File: config.mk
export PLATFORM = sky130hd
export DESIGN_NAME = prog_loader
export DESIGN_NICKNAME = d
export VERILOG_FILES = /design/src/rtl/prog_loader_pkg.sv /design/src/rtl/prog_loader_hold_ctr.sv /design/src/rtl/prog_loader.sv
export SDC_FILE = /design/constraint.sdc
export NUM_CORES = 1
export LEC_CHECK = 0
export ABC_AREA = 1
export CORE_MARGIN = 2
export CORE_UTILIZATION = 53
export DETAILED_ROUTE_END_ITERATION = 12
export PLACE_DENSITY_LB_ADDON = 0.25
export SLEW_MARGIN = 20
export SYNTH_ARGS = -nofsm -noshare
export SYNTH_HDL_FRONTEND = slang
export SYNTH_SLANG_ARGS = --single-unit
export TNS_END_PERCENT = 20
File: constraint.sdc
create_clock -name clk -period 4.1 [get_ports clk]
set_input_delay 0.615 -clock clk [delete_from_list [all_inputs] [get_ports clk]]
set_output_delay 0.615 -clock clk [all_outputs]
set_load 0.03 [all_outputs]
File: src/rtl/prog_loader_pkg.sv
// Shared loader definitions: state encoding and default word/address widths,
// also consumed by the processor top.
package prog_loader_pkg;

  localparam int unsigned LOADER_WORD_W = 16;
  localparam int unsigned LOADER_ADDR_W = 16;

  typedef enum logic [2:0] {
    ST_IDLE,
    ST_LOAD,
    ST_CKSUM,
    ST_DRAIN,
    ST_HOLD,
    ST_RUN,
    ST_ERROR
  } loader_state_t;

endpackage

File: src/rtl/prog_loader_hold_ctr.sv
// Down-counter timing the CPU reset hold after memory handover; expire is
// high for the single cycle in which the count is about to reach zero.
module loader_hold_ctr #(
  parameter int unsigned HOLD = 4
) (
  input  logic clk,
  input  logic reset,
  input  logic load,
  output logic expire
);

  localparam int unsigned CW = (HOLD < 1) ? 1 : $clog2(HOLD + 1);

  logic [CW-1:0] cnt;

  always_ff @(posedge clk) begin
    if (reset) begin
      cnt <= '0;
    end else if (load) begin
      cnt <= CW'(HOLD);
    end else if (cnt != '0) begin
      cnt <= cnt - CW'(1);
    end
  end

  always_comb begin
    expire = (cnt == CW'(1));
  end

endmodule

File: src/rtl/prog_loader.sv
// Boot-time program loader: streams words into memory, then releases CPU reset.
// Optional checksum word after the last program word: define LOADER_CKSUM_EN.
module prog_loader
  import prog_loader_pkg::*;
#(
  parameter int unsigned DATA_W     = LOADER_WORD_W,
  parameter int unsigned ADDR_W     = LOADER_ADDR_W,
  parameter int unsigned DEPTH      = 1024,
  parameter int unsigned BASE_ADDR  = 0,
  parameter int unsigned RESET_HOLD = 4
) (
  input  logic              clk,
  input  logic              reset,
  input  logic              start,
  input  logic              in_valid,
  input  logic [DATA_W-1:0] in_data,
  input  logic              in_last,
  output logic              in_ready,
  output logic              mem_sel,
  output logic [ADDR_W-1:0] mem_addr,
  output logic [DATA_W-1:0] mem_wdata,
  output logic              mem_we,
  output logic              cpu_reset,
  output logic              done,
  output logic              error,
  output logic [ADDR_W:0]   word_count
);

  localparam logic [ADDR_W:0]   DEPTH_C = (ADDR_W + 1)'(DEPTH);
  localparam logic [ADDR_W-1:0] BASE_C  = ADDR_W'(BASE_ADDR);

  loader_state_t state;
  logic          accept;
  logic          hold_expire;
  logic          hold_load;

`ifdef LOADER_CKSUM_EN
  logic [DATA_W-1:0] sum;
`endif

  always_comb begin
    accept    = in_valid && in_ready;
    hold_load = (state == ST_DRAIN);
  end

  loader_hold_ctr #(
    .HOLD (RESET_HOLD)
  ) u_hold_ctr (
    .clk    (clk),
    .reset  (reset),
    .load   (hold_load),
    .expire (hold_expire)
  );

  always_ff @(posedge clk) begin
    if (reset) begin
      state      <= ST_IDLE;
      in_ready   <= 1'b0;
      mem_sel    <= 1'b1;
      mem_addr   <= BASE_C;
      mem_wdata  <= '0;
      mem_we     <= 1'b0;
      cpu_reset  <= 1'b1;
      done       <= 1'b0;
      error      <= 1'b0;
      word_count <= '0;
`ifdef LOADER_CKSUM_EN
      sum        <= '0;
`endif
    end else begin
      mem_we <= 1'b0;
      case (state)
        // A reload from RUN or ERROR reclaims memory and re-asserts CPU reset on the same edge.
        ST_IDLE, ST_RUN, ST_ERROR: begin
          if (start) begin
            state      <= ST_LOAD;
            in_ready   <= 1'b1;
            mem_sel    <= 1'b1;
            cpu_reset  <= 1'b1;
            done       <= 1'b0;
            error      <= 1'b0;
            word_count <= '0;
`ifdef LOADER_CKSUM_EN
            sum        <= '0;
`endif
          end
        end
        ST_LOAD: begin
          if (accept) begin
            if (word_count == DEPTH_C) begin
              state    <= ST_ERROR;
              error    <= 1'b1;
              in_ready <= 1'b0;
            end else begin
              mem_we     <= 1'b1;
              mem_addr   <= BASE_C + word_count[ADDR_W-1:0];
              mem_wdata  <= in_data;
              word_count <= word_count + (ADDR_W + 1)'(1);
`ifdef LOADER_CKSUM_EN
              sum        <= sum + in_data;
              if (in_last) begin
                state <= ST_CKSUM;
              end
`else
              if (in_last) begin
                state    <= ST_DRAIN;
                in_ready <= 1'b0;
              end
`endif
            end
          end
        end
`ifdef LOADER_CKSUM_EN
        ST_CKSUM: begin
          if (accept) begin
            in_ready <= 1'b0;
            if (in_data == sum) begin
              state <= ST_DRAIN;
            end else begin
              state <= ST_ERROR;
              error <= 1'b1;
            end
          end
        end
`endif
        ST_DRAIN: begin
          state   <= ST_HOLD;
          mem_sel <= 1'b0;
        end
        ST_HOLD: begin
          if (hold_expire) begin
            state     <= ST_RUN;
            cpu_reset <= 1'b0;
            done      <= 1'b1;
          end
        end
        default: begin
          state <= ST_IDLE;
        end
      endcase
    end
  end

endmodule

Figure 1. Metal 2 (run 1).
The bar under the picture is 20 um long.
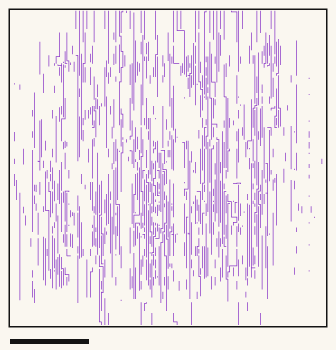
main direction: vertical
longest straight run: 35.0 um
final wirelength: 7480 um
via count: 3041

Figure 2. Routing congestion (run 1).
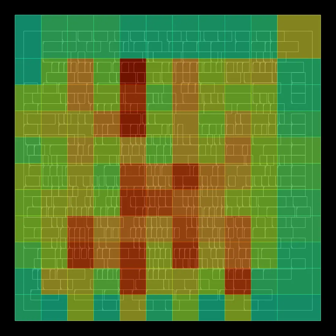
met1 Usage GRT: 0.292
Tot GR Track Use: 0.242
utilization after layout: 0.713
met2 Use GR: 0.419
Wirelength per Cell: 13.0 um

==> ci_impl_report.md, run 1 <==
## Implementation flow summary

| Metric | Value |
|---|---|
| Outcome | complete, no violations |
| Area fraction in mux cells | 0.00323 |
| Critical path class | in2reg |
| Top reg by flops | word_count |
| Log Warnings | 29 |
| Total setup buffers inserted after CTS | 0 |
| Die X | 80.4 um |
| Hold WC Path Type | reg2reg |
| Psw | 0.000793 W |
| 1st-iter DRT viols | 197 |
| Area after DPL | 3750 um^2 |
| Synth warnings | 0 |
| Main logic family | simple AND/OR/NAND/NOR gates |
| Number of enable flip-flop cells | 0 |
| Routed met2 length | 3660 um |
| Ys cells | 434 |
| Remaining DRCs | 0 |
| Worst skew pair latency | 0.34 ns |
| Hold_buf cts | 0 |
| FP Util | 0.555 |
| Seq area share | 0.307 |
| GPL Wtd Cong | 0.839 |
| Register share of total power | 0.335 |
| CTS-repair resized insts | 0 |
| MI comb area | 1540 um^2 |
| Async SR Flop Fraction | 0 |
| Area Growth Syn to Fin | 28.4% |
| Logic Gate Count | 313 |
| Final setup fails | 0 |
| Final Instance Area | 3970 um^2 |
| Comb power | 0.000740 W |
| Cell type with the largest total area | dfxtp_1 |
| CP dominant cell by count | nand2_1 |
| Leakage power | 1.49 nW |
| Post-route minimum period | 2.53 ns |
| Maximum vdd drop | 0.494 mV |
| Sw frac | 0.395 |
| Synthesized Nets | 460 |
| Clock buf/inv share | 0.0564 |
| Area fraction of the dominant cell type after synthesis | 0.395 |
| Startpoint Class | input port |
| Share of cells above drive strength 1 | 0.101 |
| Initial antenna violation count | 0 |
| Crit path largest cell delay | 0.75 ns |
| Ant diodes | 0 |
| Largest net degree at the start of global routing | 48 |
| Setup crit end kind | flip-flop |
| Chip area | 6460 um^2 |
| Final WS setup | 1.57 ns |
| Area reported by Yosys stat | 3090 um^2 |
| Met3 wire length | 539 um |
| Largest registers | word_count x17, mem_addr x16, mem_wdata x16 |
| # Taps | 72 |
| CP max FO | 34 |
| Combinational share of power | 0.368 |
| IO buf count | 75 |
| Sum Neg Setup Slack | 0 ns |
| Simple Share, Synth | 0.355 |
| Pre-CTS setup slack | 1.25 ns |
| Delay-heaviest family, CP | buffers and inverters |
| Tot Pwr | 0.00201 W |
| Clkbuf count | 10 |
| Htree depth | 3 |
| Worst path slowest cell | clkinv_1 |
| Top cell excl fill/tap | nand2_1 |
| Dominant power group | combinational cells |
| Top cells by area | dfxtp_1 (39%), nand2_1 (14%), nand3_1 (9.9%) |
| Dpl cells | 560 |
| Gr busiest metal | met2 |
| Post-route clock period utilization | 0.618 |
| Ports | 76 |
| Largest register FFs | 17 |
| Yosys aoi share | 0.107 |
| Max Transition Viols Final | 0 |
| Clock Sinks | 61 |
| Post-route insts no fill | 576 |
| Vias in the first global route | 2721 |
| Comb area share | 0.387 |
| Number of synthesized register bits | 61 |
| Required time of the critical path | 4.36 ns |
| Dpl hpwl | 5150 um |
| Fill cell count | 484 |
| Uppermost layer routed | met4 |
| CTS tree | yes |
| Final Hold Viols | 0 |
| Pin slew with the least headroom to its limit | 0.956 ns |
| Post-synth cell types | 32 |
| CP Cell Sequence | clkdlybuf4s50_1, nand2_1, clkinv_1, nand2_4, nand2_1, a21oi_1 |
| Layout non-clock buf frac | 0.190 |
| Worst EP arrival | 2.80 ns |
| Largest class | multi-input combinational cells |
| Internal power | 0.00122 W |
| Power Clock | 0.000596 W |
| Registers | 61 |
| Row cnt | 27 |
| NumNets Final | 525 |
| Most frequent cells in the layout | nand2_1 (112), clkdlybuf4s50_1 (74), nand3_1 (61), dfxtp_1 (61), a21oi_1 (39) |
| Core area | 5570 um^2 |
| Max Freq | 0.395 GHz |
| Cells after Synth | 434 |
| Power Dens Cells | 506 nW/um^2 |
| Avg Inst Size Synth | 7.13 um^2 |
| Final hold slack | 0.459 ns |
| Area fraction in xor and xnor cells | 0.0113 |
| Post-Route M1 WL | 3140 um |
| Non-clock buffer count | 76 |
Figure 3. Signal wires on met3 (run 1).
Cells faint in the background.
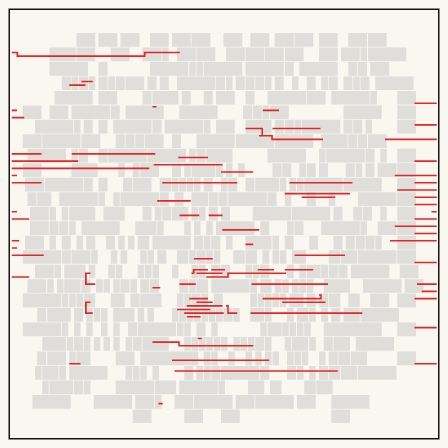
longest straight run: 30.4 um
nets with wire on the layer: 68
wire length on this layer: 540 um
met3 usage: 0.0640

## run 1: final timing paths
kind | from | end | slack [ns] | cells past startpoint
setup / recovery | in_valid | mem_addr[8] | 1.57 | 6
hold / removal | mem_addr[7] | mem_addr[7] | 0.46 | 2
setup reg to reg | in_ready | mem_addr[8] | 1.92 | 5
hold reg to reg | mem_addr[7] | mem_addr[7] | 0.46 | 2
## run 1: Yosys cell counts (2+ instances only)
cell,n
nand2_2,9
inv_1,31
a21oi_1,39
nand3_1,61
o21bai_1,2
o21ai_0,10
dfxtp_1,61
nor2_1,38
nor2_2,4
nor3_1,6
nor3b_1,2
ha_1,5
nand2_4,5
buf_6,6
nand3b_1,2
inv_2,5
buf_2,3
clkbuf_8,3
a21oi_2,7
nand4_1,2
xor2_1,3
clkbuf_1,8
nand2_1,112
o21ai_1,2
==> run 2, diff against run 1 <==
CORE_UTILIZATION = 49   (was 53)
clock period = 2.6 ns   (was 4.1 ns; I/O delays follow)
==> run 2 against run 1 <==
Non-clock buffer count rose by 2. Combinational power rose by 59%. Die area rose by 7.8%. Synthesized cell count did not move. Worst setup slack got worse by 1.0 ns. First-iteration DRC count fell by 18%. Final cell count rose by 0.69%. Sequential power rose by 58%. Largest cell class unchanged. Highest routed layer unchanged.
==> ci_impl_report.md, run 2 <==
## Implementation flow summary

| Metric | Value |
|---|---|
| Hold_buf cts | 0 (unchanged) |
| Critical path origin | word_count[4] |
| FP Util | 0.513 (-0.0416) |
| Launching point of the worst reg2reg path | word_count[0] |
| Chip area | 6970 um^2 (+7.8%) |
| Worst EP arrival | 1.64 ns (-1.16 ns) |
| CP max FO | 8 (-76%) |
| CTS tree | yes |
| Post-route minimum period | 2.03 ns |
| Worst skew pair latency | 0.34 ns (about the same) |
| Log Warnings | 29 (unchanged) |
| Hold WC Path Type | reg2reg |
| Number of synthesized register bits | 61 (unchanged) |
| Reg2reg setup slack | 0.60 ns (-1.32 ns) |
| Ys cells | 434 (unchanged) |
| NumNets Final | 527 (+0.38%) |
| Max Transition Viols Final | 0 (unchanged) |
| Hold Startpoint | mem_wdata[12] |
| Share of cells above drive strength 1 | 0.103 (+0.00178) |
| Htree depth | 3 (unchanged) |
| Remaining DRCs | 0 (unchanged) |
| Worst path depth | 1 (-5) |
| Initial antenna violation count | 0 (unchanged) |
| Largest register FFs | 17 (unchanged) |
| Synth warnings | 0 (unchanged) |
| Post-synth top cells | nand2_1 (112), dfxtp_1 (61), nand3_1 (61), a21oi_1 (39), nor2_1 (38) |
| Tot Pwr | 0.00322 W (+60%) |
| IO buf count | 75 (unchanged) |
| Sum Neg Setup Slack | 0 ns (unchanged) |
| Die X | 83.5 um (+3.8%) |
| Synthesized Nets | 460 (unchanged) |
| Maximum vdd drop | 0.796 mV (+61%) |
| Pin slew with the least headroom to its limit | 0.534 ns (-0.422 ns) |
| Total setup buffers inserted after CTS | 0 (unchanged) |
| Final hold slack | 0.462 ns (+0.00245 ns) |
| Combinational share of power | 0.366 (-0.002) |
| 1st-iter DRT viols | 162 (-18%) |
| Ports | 76 (unchanged) |
| Worst Hold Endpoint | mem_wdata[12] |
| Setup crit end kind | primary output |
| Crit path to | word_count[4] |
| Tot GR Track Use | 0.220 (-0.0221) |
| Dpl hpwl | 5420 um (+5.3%) |
| Startpoint Class | flip-flop |
| Top cell excl fill/tap | nand2_1 |
| Crit path largest cell delay | 0.75 ns (about the same) |
| Vias in the first global route | 2694 (-0.99%) |
| GPL Wtd Cong | 0.862 (+2.7%) |
| Register share of total power | 0.329 (-0.006) |
| Critical path class | reg2out |
| Post-route insts no fill | 580 (+0.69%) |
| Avg Inst Size Synth | 7.13 um^2 (unchanged) |
| Clock Sinks | 61 (unchanged) |
| Delay-heaviest family, CP | buffers and inverters |
| Core area | 6030 um^2 (+8.1%) |
| Final Instance Area | 4000 um^2 (+0.69%) |
| Worst path slowest cell | clkdlybuf4s50_1 |
| Top cells by area | dfxtp_1 (39%), nand2_1 (14%), nand3_1 (9.9%) |
| Area Growth Syn to Fin | 29.3% |
| Required time of the critical path | 2.21 ns (-2.15 ns) |
| Cell type with the largest total area | dfxtp_1 |
| Max clock buf depth | 2 |
| Reg2Reg Capture Point | word_count[0] |
| Final WS setup | 0.568 ns (-0.998 ns) |
| Yosys aoi share | 0.107 (unchanged) |
| Power Dens Cells | 805 nW/um^2 (+59%) |
| Sw frac | 0.387 (-0.00795) |
| Most frequent cells in the layout | nand2_1 (112), clkdlybuf4s50_1 (74), nand3_1 (61), dfxtp_1 (61), a21oi_1 (39) |
| Met3 usage | 0.0514 (-0.0126) |
| Top-count cell post-synth | nand2_1 |
| Comb power | 0.00118 W (+59%) |
| Ant diodes | 0 (unchanged) |
| CTS-repair resized insts | 0 (unchanged) |
| WHS Path Cells | 2 (unchanged) |
| Outcome | complete, no violations |
| FF-to-FF path depth | 13 (+8) |
| Power Clock | 0.000980 W (+64%) |
| Top reg by flops | word_count |
| Final Hold Viols | 0 (unchanged) |
| Largest net degree at the start of global routing | 47 (-2.1%) |
| Row cnt | 28 (+3.7%) |
| Leakage power | 1.50 nW (+0.88%) |
| Number of enable flip-flop cells | 0 (unchanged) |
| Pre-CTS setup slack | 0.590 ns (-0.655 ns) |
| CP Cell Sequence | clkdlybuf4s50_1 |
| Area after DPL | 3770 um^2 (+0.50%) |
| Post-synth cell types | 32 (unchanged) |
| Main logic family | simple AND/OR/NAND/NOR gates |
| Simple Share, Synth | 0.355 (unchanged) |
run 2: kinds of logic after synthesis:
logic type      count (synthesis)
mux                             1
fa+ha+maj                       5
buf+inv                        60
simple gates                  243
flops                          61
compound gates                 60
xor+xnor                        4
run 2: area by class of cell:
class | count | area (um^2)
clock buffers | 12 | 165
clock inverters | 3 | 67.6
fillers | 527 | 2030
inverters | 38 | 145
multi-input cells | 313 | 1540
flip-flops and latches | 61 | 1220
well taps | 75 | 93.8
repair buffers | 78 | 768
run 2: layer usage:
metal	up-vias	share of wire
met4	0	0.018
met5	-	0
met2	97	0.46
met3	11	0.050
met1	1384	0.47
li1	1535	-
Figure 4. M1 wires (run 2).
The bar under the picture is 20 um long. Supply wires on this layer in gray.
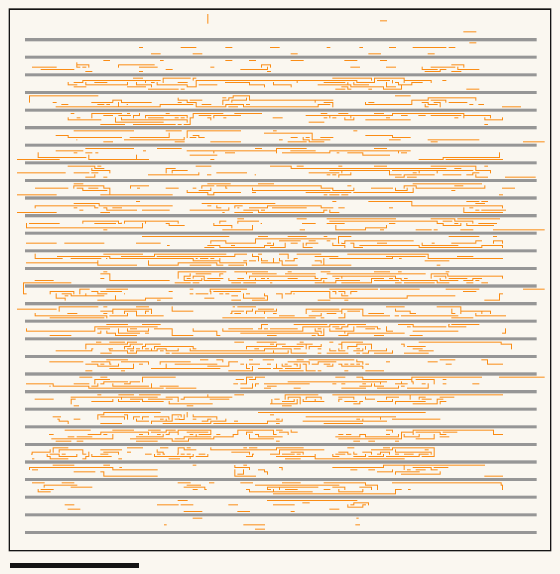
longest straight run: 26.2 um
share of all routed wire: 47%
met1 Usage GRT: 0.287
final wirelength: 7700 um

Figure 5. Routing congestion (run 2).
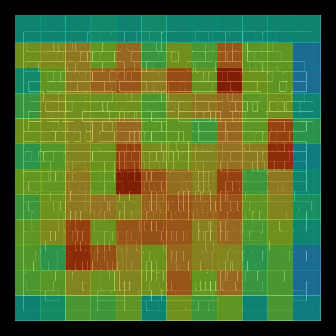
utilization after layout: 0.664
gr busiest metal: met2
Wirelength per Cell: 13.3 um
met2 Use GR: 0.357

Figure 6. Metal 2 (run 2).
The bar under the picture is 20 um long.
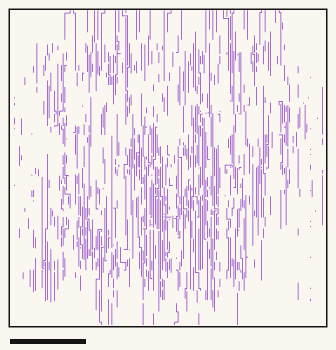
nets with wire on the layer: 411
longest straight run: 32.0 um
main direction: vertical
via count: 3027

==> run 3, diff against run 2 <==
CORE_UTILIZATION = 45   (was 49)
clock period = 1.7 ns   (was 2.6 ns; I/O delays follow)
==> run 3 against run 2 <==
Sequential share of layout area is 2.5 points lower. Hold slack worse by 0.24 ns. Combinational power is 110% higher. Sequential power is 53% higher. Non-clock buffer count is 25 higher. Clock skew is 0.0028 ns higher. Highest routed layer unchanged. Critical endpoint is now word_count[15]. Power is 63% higher. Die area is 8.5% higher.
==> ci_impl_report.md, run 3 <==
## Implementation flow summary

| Metric | Value |
|---|---|
| Vias in the first global route | 2937 (+9.0%) |
| Non-clock buffer count | 103 (+32%) |
| Top-count cell post-synth | nand2_1 |
| Worst Hold Endpoint | word_count[8] |
| Required time of the critical path | 1.44 ns (-0.77 ns) |
| IO buf count | 75 (unchanged) |
| Pin slew with the least headroom to its limit | 0.513 ns (-0.0214 ns) |
| Invs w/o clock | 38 (unchanged) |
| Ys cells | 434 (unchanged) |
| Leakage power | 1.76 nW (+17%) |
| Final Instance Area | 4390 um^2 (+9.8%) |
| Cell type with the largest total area | dfxtp_1 |
| NumNets Final | 552 (+4.7%) |
| Maximum vdd drop | 1.39 mV (+75%) |
| Chip area | 7560 um^2 (+8.5%) |
| Comb power | 0.00248 W (+110%) |
| Top reg by flops | word_count |
| MI comb area | 1670 um^2 (+8.2%) |
| Worst skew pair latency | 0.34 ns (about the same) |
| Log Warnings | 30 (+3.4%) |
| Outcome | complete, no violations |
| Remaining DRCs | 0 (unchanged) |
| Ant diodes | 0 (unchanged) |
| Hold WC Path Type | in2reg |
| Layout non-clock buf frac | 0.243 (+0.0510) |
| CTS tree | yes |
| Largest register FFs | 17 (unchanged) |
| Delay-heaviest family, CP | buffers and inverters |
| Max Transition Viols Final | 0 (unchanged) |
| Post-synth cell types | 32 (unchanged) |
| Hold Startpoint | reset |
| Reg2Reg Capture Point | mem_addr[8] |
| Core area | 6720 um^2 (+12%) |
| Fill cell count | 596 (+13%) |
| Reg2reg setup slack | 0.05 ns (-0.55 ns) |
| Area after DPL | 3980 um^2 (+5.5%) |
| Post-route insts no fill | 611 (+5.3%) |
| Largest class | multi-input combinational cells |
| Synth warnings | 0 (unchanged) |
| Logic Gate Count | 313 (unchanged) |
| Hold_buf cts | 0 (unchanged) |
| Post-synth top cells | nand2_1 (112), dfxtp_1 (61), nand3_1 (61), a21oi_1 (39), nor2_1 (38) |
| Tot Pwr | 0.00525 W (+63%) |
| Setup crit end kind | primary output |
| Worst path slowest cell | clkdlybuf4s50_1 |
| GPL Wtd Cong | 0.959 (+11%) |
| Row cnt | 30 (+7.1%) |
| Final Hold Viols | 0 (unchanged) |
| Share of cells above drive strength 1 | 0.213 (+0.110) |
| Launching point of the worst reg2reg path | word_count[0] |
| Final WS setup | 0.0422 ns (-0.526 ns) |
| Combinational share of power | 0.473 (+0.107) |
| Top cells by area | dfxtp_1 (39%), nand2_1 (14%), nand3_1 (9.9%) |
| Clock Sinks | 61 (unchanged) |
| Clkbuf count | 9 (-3) |
| Critical path origin | word_count[15] |
| Seq area share | 0.281 (-0.0247) |
| Area Growth Syn to Fin | 41.9% |
| Power Dens Cells | 1190 nW/um^2 (+48%) |
| Top cell excl fill/tap | nand2_1 |
| Dpl hpwl | 6090 um (+12%) |
| Critical path class | reg2out |
| # Taps | 80 (+6.7%) |
| Worst path depth | 1 (unchanged) |
| 1st-iter DRT viols | 167 (+3.1%) |
| Power Clock | 0.00114 W (+20%) |
| Avg Inst Size Synth | 7.13 um^2 (unchanged) |
| Most frequent cells in the layout | nand2_1 (105), nand3_1 (59), clkdlybuf4s50_1 (58) |
==> run 3: routing by layer <==
layer	vias up	global-route usage	routed length, um
met5	-	0	0
met4	0	0.0795	100
li1	1587	-	-
met3	13	0.0332	381
met2	91	0.383	4310
met1	1462	0.294	3980
==> run 3: logic make-up after synthesis <==
family,after synthesis,synth area share
DFF,61,0.395
AOI/OAI and AO/OA,60,0.107
and+or+nand+nor,243,0.355
muxes,1,0.00324
buffers and inverters,60,0.108
adders and majority gates,5,0.0202
xor gates and xnor gates,4,0.0113
==> run 3: repair_timing <==
action,4_1_cts,5_1_grt
gates cloned,0,4
setup endpoints to repair,14,49
pin swaps,0,1
resized,14,46
setup buffers,0,1
Figure 7. Metal 2 (run 3).
The bar under the picture is 20 um long.
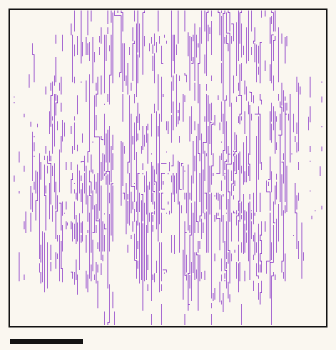
main direction: vertical
share of all routed wire: 49%
met2 Use GR: 0.383
final wirelength: 8770 um
via count: 3153

Figure 8. Routing congestion (run 3).
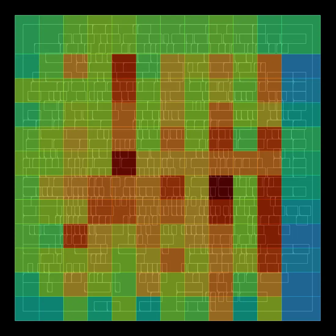
met3 usage: 0.0332
utilization after layout: 0.654
Tot GR Track Use: 0.227
Wirelength per Cell: 14.4 um

Figure 9. M4 wires (run 3).
The bar under the picture is 20 um long. Supply wires on this layer in gray.
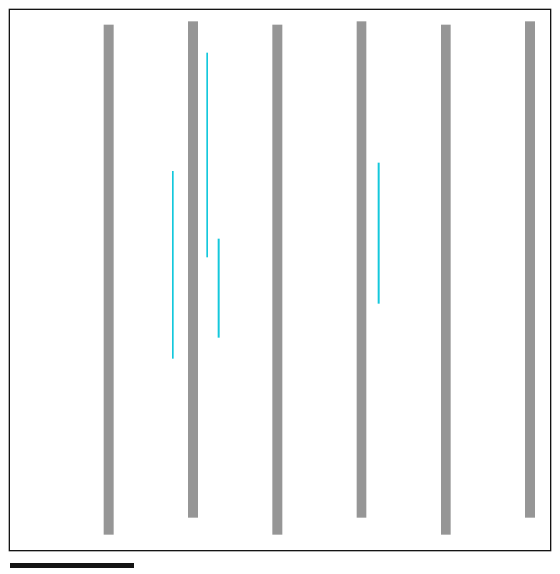
longest straight run: 32.6 um
share of all routed wire: 1.2%
wire length on this layer: 101 um
nets with wire on the layer: 3

Power figures rest on the tool's default switching activity, not on a simulated workload.
